<file path="src/rtl/pcf8591_pkg.sv">
// Shared types and helpers for the PCF8591 scan sequencer.
// Channel selection helpers scan a 4-bit enable mask in ascending AIN order.
package pcf8591_pkg;

    localparam int         NUM_CH        = 4;
    localparam logic [7:0] CTRL_BASE_DEF = 8'h40;

    typedef enum logic [3:0] {
        ST_IDLE,
        ST_GAP,
        ST_WR_EXEC,
        ST_WR_WAIT,
        ST_RD0_EXEC,
        ST_RD0_WAIT,
        ST_RD1_EXEC,
        ST_RD1_WAIT,
        ST_STORE
    } state_t;

    // Returns {found, ch}: lowest set bit of mask strictly above cur.
    function automatic logic [2:0] next_ch(input logic [3:0] mask, input logic [1:0] cur);
        logic [2:0] r;
        r = 3'b000;
        for (int i = NUM_CH - 1; i >= 0; i--) begin
            if (mask[i] && (i > int'(cur))) begin
                r = {1'b1, 2'(i)};
            end
        end
        return r;
    endfunction

    function automatic logic [1:0] first_ch(input logic [3:0] mask);
        logic [1:0] r;
        r = 2'd0;
        for (int i = NUM_CH - 1; i >= 0; i--) begin
            if (mask[i]) begin
                r = 2'(i);
            end
        end
        return r;
    endfunction

endpackage

</file>
<file path="src/rtl/pcf8591_wait_cnt.sv">
// Loadable down-counter used for both inter-transaction gaps and done timeouts.
// Load wins over enable; the count saturates at zero.
module pcf8591_wait_cnt #(
    parameter int W = 16
) (
    input  logic         clk,
    input  logic         rst,
    input  logic         load,
    input  logic [W-1:0] load_val,
    input  logic         en,
    output logic         zero
);

    logic [W-1:0] cnt_q;
    logic [W-1:0] cnt_d;

    always_comb begin
        cnt_d = cnt_q;
        if (load) begin
            cnt_d = load_val;
        end else if (en && (cnt_q != '0)) begin
            cnt_d = cnt_q - 1'b1;
        end
    end

    always_ff @(posedge clk or posedge rst) begin
        if (rst) begin
            cnt_q <= '0;
        end else begin
            cnt_q <= cnt_d;
        end
    end

    assign zero = (cnt_q == '0);

endmodule

</file>
<file path="src/rtl/pcf8591_scan_ctrl.sv">
// Round-robin PCF8591 ADC scanner driving i2c_dri: control write, dummy read, kept read per channel.
// Optional macro PCF8591_AVG_EN: four kept reads per channel, stores their truncated mean.
module pcf8591_scan_ctrl
    import pcf8591_pkg::*;
#(
    parameter int         GAP_CYC     = 250,
    parameter int         TIMEOUT_CYC = 4000,
    parameter logic [7:0] CTRL_BASE   = CTRL_BASE_DEF
) (
    input  logic        clk,
    input  logic        rst,
    input  logic        scan_en,
    input  logic [3:0]  ch_mask,
    input  logic [7:0]  dac_val,
    output logic        i2c_exec,
    output logic        i2c_rh_wl,
    output logic [15:0] i2c_addr,
    output logic [7:0]  i2c_data_w,
    input  logic [7:0]  i2c_data_r,
    input  logic        i2c_done,
    output logic [31:0] ch_data,
    output logic [3:0]  ch_valid,
    output logic        scan_done,
    output logic        busy,
    output logic        timeout_err
);

    localparam logic [15:0] GAP_LD = 16'(GAP_CYC - 1);
    // Wait-state load makes timeout_err visible exactly TIMEOUT_CYC cycles after the exec cycle.
    localparam logic [15:0] TO_LD  = 16'(TIMEOUT_CYC - 2);

    state_t       state_q, state_d, pend_q, pend_d;
    logic [1:0]   cur_q, cur_d;
    logic [3:0]   mask_q, mask_d;
    logic [7:0]   dac_q, dac_d, ctrl_q, ctrl_d;
    logic         skip_q, skip_d, to_err_q, to_err_d, scan_done_q, scan_done_d;
    logic [31:0]  ch_data_q, ch_data_d;
    logic [3:0]   ch_valid_q, ch_valid_d;
    logic [2:0]   nxt;
    logic         cnt_load, cnt_en, cnt_zero;
    logic [15:0]  cnt_val;
    logic [7:0]   store_val;

`ifdef PCF8591_AVG_EN
    logic [9:0]   acc_q, acc_d;
    logic [1:0]   samp_q, samp_d;
    assign store_val = acc_q[9:2];
`else
    logic [7:0]   res_q, res_d;
    assign store_val = res_q;
`endif

    pcf8591_wait_cnt #(.W(16)) u_wait_cnt (
        .clk      (clk),
        .rst      (rst),
        .load     (cnt_load),
        .load_val (cnt_val),
        .en       (cnt_en),
        .zero     (cnt_zero)
    );

    always_comb begin
        state_d     = state_q;
        pend_d      = pend_q;
        cur_d       = cur_q;
        mask_d      = mask_q;
        dac_d       = dac_q;
        ctrl_d      = ctrl_q;
        skip_d      = skip_q;
        to_err_d    = to_err_q;
        ch_data_d   = ch_data_q;
        ch_valid_d  = 4'b0000;
        scan_done_d = 1'b0;
        cnt_load    = 1'b0;
        cnt_val     = GAP_LD;
        cnt_en      = 1'b0;
        nxt         = next_ch(mask_q, cur_q);
`ifdef PCF8591_AVG_EN
        acc_d       = acc_q;
        samp_d      = samp_q;
`else
        res_d       = res_q;
`endif
        case (state_q)
            ST_IDLE: begin
                if (scan_en && (ch_mask != 4'b0000)) begin
                    mask_d  = ch_mask;
                    cur_d   = first_ch(ch_mask);
                    ctrl_d  = CTRL_BASE | {6'd0, first_ch(ch_mask)};
                    dac_d   = dac_val;
                    state_d = ST_WR_EXEC;
                end
            end
            ST_GAP: begin
                if (cnt_zero) begin
                    state_d = pend_q;
                end else begin
                    cnt_en = 1'b1;
                end
            end
            ST_WR_EXEC, ST_RD0_EXEC, ST_RD1_EXEC: begin
                cnt_load = 1'b1;
                cnt_val  = TO_LD;
                if (state_q == ST_WR_EXEC) begin
                    skip_d  = 1'b0;
                    state_d = ST_WR_WAIT;
`ifdef PCF8591_AVG_EN
                    acc_d   = '0;
                    samp_d  = '0;
`endif
                end else begin
                    state_d = (state_q == ST_RD0_EXEC) ? ST_RD0_WAIT : ST_RD1_WAIT;
                end
            end
            ST_WR_WAIT, ST_RD0_WAIT, ST_RD1_WAIT: begin
                cnt_en = 1'b1;
                if (i2c_done) begin
                    if (state_q == ST_RD1_WAIT) begin
`ifdef PCF8591_AVG_EN
                        acc_d = acc_q + {2'b00, i2c_data_r};
                        if (samp_q == 2'd3) begin
                            state_d = ST_STORE;
                        end else begin
                            samp_d   = samp_q + 2'd1;
                            pend_d   = ST_RD1_EXEC;
                            state_d  = ST_GAP;
                            cnt_load = 1'b1;
                        end
`else
                        res_d   = i2c_data_r;
                        state_d = ST_STORE;
`endif
                    end else begin
                        pend_d   = (state_q == ST_WR_WAIT) ? ST_RD0_EXEC : ST_RD1_EXEC;
                        state_d  = ST_GAP;
                        cnt_load = 1'b1;
                    end
                end else if (cnt_zero) begin
                    // Abandon the channel; STORE still runs to advance the pass.
                    to_err_d = 1'b1;
                    skip_d   = 1'b1;
                    state_d  = ST_STORE;
                end
            end
            ST_STORE: begin
                if (!skip_q) begin
                    ch_data_d[{cur_q, 3'b000} +: 8] = store_val;
                    ch_valid_d[cur_q]               = 1'b1;
                end
                state_d = ST_IDLE;
                if (nxt[2]) begin
                    if (scan_en) begin
                        cur_d    = nxt[1:0];
                        ctrl_d   = CTRL_BASE | {6'd0, nxt[1:0]};
                        pend_d   = ST_WR_EXEC;
                        state_d  = ST_GAP;
                        cnt_load = 1'b1;
                    end
                end else begin
                    scan_done_d = 1'b1;
                    if (scan_en && (ch_mask != 4'b0000)) begin
                        mask_d   = ch_mask;
                        cur_d    = first_ch(ch_mask);
                        ctrl_d   = CTRL_BASE | {6'd0, first_ch(ch_mask)};
                        dac_d    = dac_val;
                        pend_d   = ST_WR_EXEC;
                        state_d  = ST_GAP;
                        cnt_load = 1'b1;
                    end
                end
            end
            default: state_d = ST_IDLE;
        endcase
    end

    always_ff @(posedge clk or posedge rst) begin
        if (rst) begin
            state_q     <= ST_IDLE;
            pend_q      <= ST_IDLE;
            cur_q       <= '0;
            mask_q      <= '0;
            dac_q       <= '0;
            ctrl_q      <= '0;
            skip_q      <= 1'b0;
            to_err_q    <= 1'b0;
            ch_data_q   <= '0;
            ch_valid_q  <= '0;
            scan_done_q <= 1'b0;
`ifdef PCF8591_AVG_EN
            acc_q       <= '0;
            samp_q      <= '0;
`else
            res_q       <= '0;
`endif
        end else begin
            state_q     <= state_d;
            pend_q      <= pend_d;
            cur_q       <= cur_d;
            mask_q      <= mask_d;
            dac_q       <= dac_d;
            ctrl_q      <= ctrl_d;
            skip_q      <= skip_d;
            to_err_q    <= to_err_d;
            ch_data_q   <= ch_data_d;
            ch_valid_q  <= ch_valid_d;
            scan_done_q <= scan_done_d;
`ifdef PCF8591_AVG_EN
            acc_q       <= acc_d;
            samp_q      <= samp_d;
`else
            res_q       <= res_d;
`endif
        end
    end

    // Decoded from state so an async reset drops exec and direction immediately.
    assign i2c_exec    = (state_q == ST_WR_EXEC) || (state_q == ST_RD0_EXEC) || (state_q == ST_RD1_EXEC);
    assign i2c_rh_wl   = (state_q == ST_RD0_EXEC) || (state_q == ST_RD0_WAIT) ||
                         (state_q == ST_RD1_EXEC) || (state_q == ST_RD1_WAIT);
    assign i2c_addr    = {8'h00, ctrl_q};
    assign i2c_data_w  = dac_q;
    assign ch_data     = ch_data_q;
    assign ch_valid    = ch_valid_q;
    assign scan_done   = scan_done_q;
    assign busy        = (state_q != ST_IDLE);
    assign timeout_err = to_err_q;

endmodule

</file>
<file path="config.mk">
export PLATFORM = sky130hd
export DESIGN_NAME = pcf8591_scan_ctrl
export DESIGN_NICKNAME = d
export VERILOG_FILES = /design/src/rtl/pcf8591_pkg.sv /design/src/rtl/pcf8591_wait_cnt.sv /design/src/rtl/pcf8591_scan_ctrl.sv
export SDC_FILE = /design/constraint.sdc
export NUM_CORES = 1
export LEC_CHECK = 0
export CAP_MARGIN = 10
export CORE_MARGIN = 2
export CORE_UTILIZATION = 35
export CTS_CLUSTER_DIAMETER = 80
export DETAILED_ROUTE_END_ITERATION = 10
export PLACE_DENSITY = 0.56
export SLEW_MARGIN = 5
export SYNTH_ARGS = -nofsm -noshare
export SYNTH_HDL_FRONTEND = slang
export SYNTH_SLANG_ARGS = --single-unit
</file>
<file path="constraint.sdc">
create_clock -name clk -period 6.6 [get_ports clk]
set_input_delay 1.98 -clock clk [delete_from_list [all_inputs] [get_ports clk]]
set_output_delay 1.98 -clock clk [all_outputs]
set_load 0.02 [all_outputs]
</file>
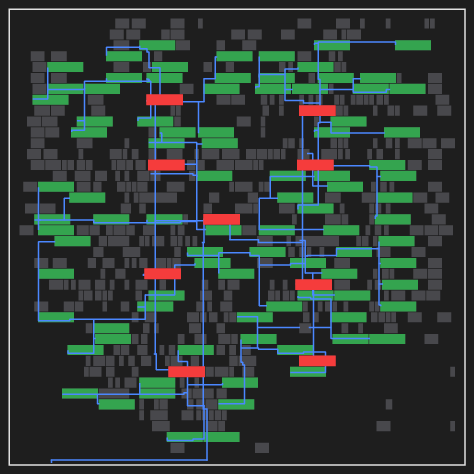
Fig. 1. Clock distribution.
(4 px per µm)
- green: flip-flops (count 90)
- red: cells driving clock nets (count 9)
- blue: clock wires (length 1200 µm)
- routed clock nets: 10
- flops lie: all over the die
clk_lat worst skew: 0.34 ns
Clk power: 525 µW
part of the power in the clock network: 25.9%

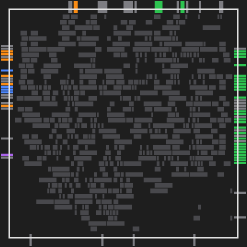
Fig. 2. Ports around the boundary.
(2 px per µm) Pins as bars across the die edge, other pins in grey.
- blue: `ch_mask` (pins 4; direction input; edge left)
- orange: `i2c_data_w` (pins 8; direction output; edge 6 left, 2 top)
- purple: `i2c_rh_wl` (pins 1; direction output; edge left)
- green: `ch_data` (pins 32; direction output; edge 26 right, 6 top)
- all pins by edge: 37 right, 26 top, 22 left, 4 bottom
Die Span Y: 114 µm
Die W: 114 µm
Port Buffers: 80

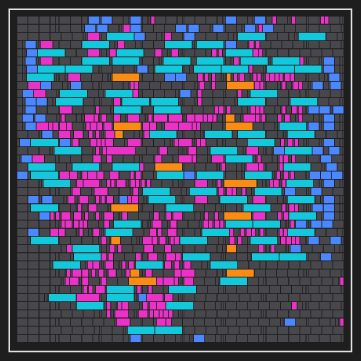
Fig. 3. Cell classes on the final placement.
(3 px per µm) Fill, decap, tap and diode cells in grey.
- magenta: all other logic (cells 310; share of their area 35%)
- orange: clock drivers and dummy loads (cells 16; share of their area 5.8%)
- blue: other buffers and delay cells (cells 82; share of their area 16%)
- cyan: flops (cells 90; share of their area 43%)
area of the core: 11900 µm²
Rows: 40
fin util: 45.4%

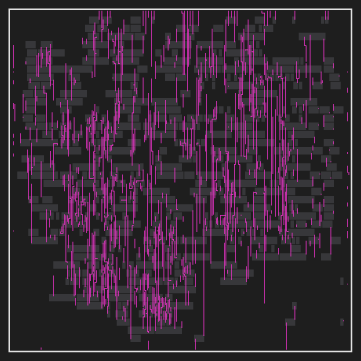
Fig. 4. M2 wires.
(3 px per µm)
- longest straight run: 45.9 µm
- nets with wire on the layer: 429
- wire length on this layer: 4210 µm
final wirelength: 9.76 mm
met2 Use GR: 23.8%
routed via count: 3188

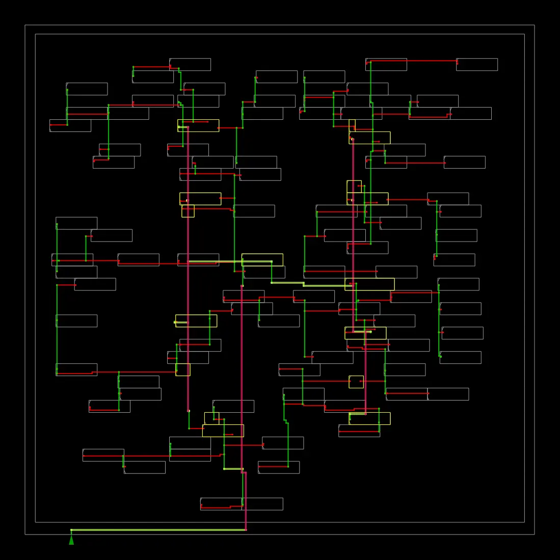
Fig. 5. Clock routing.
CTS Sinks: 90
Clock Skews: 0.00925 ns
cts bufs inserted: 9

==> impl_metrics.toml <==
# yosys + openroad results
[hold_path]
min_from = "ch_data[30]$_DFFE_PP0P_"
hold_depth = 2

[setup_path]
arrival_ns = 2.24
cp.required_ns = 4.62
crit_path_end_kind = "output pin"
critical_path_cell_count = 3
r2r_start = "state_q[2]$_DFFE_PP0P_"
critPathKind = "flip-flop to output pin"
crit_start = "state_q[1]$_DFFE_PP0P_"

[finish]
stdcell_area_um2 = 5390
largest_reg_flops = 32
ff_count = 90

[sta]
hold_viol = 0
period_needed_ns = 4.22
relSlewSlack_pct = 29.7
setup_viol = 0

[clocking]
cts_tree = "done"
htree_levels = 3

[run_status]
status = "finished clean"

[floorplan]
pin_count = 89

[routing]
drt_iter0_drc = 168
wl_met3_um = 472

[logic_synthesis]
netlist_area_um2 = 4200
yosysWarnings = 0
syn_inst = 415
simple_gate_area_share_pct = 20.0
ff_type = "dfrtp_1"
ys_cells = 415
top_cells_by_count = "90 x dfrtp_1, 84 x nand2_1, 37 x o21ai_0"

[placement]
placed_cell_area_um2 = 5080
pre_cts_slack_ns = 2.55

[grt]
antenna_found_initial = 0

[power]
p_switching_uw = 762
power_density_nw_per_um2 = 376
Power is estimated from default activity; no workload was simulated.
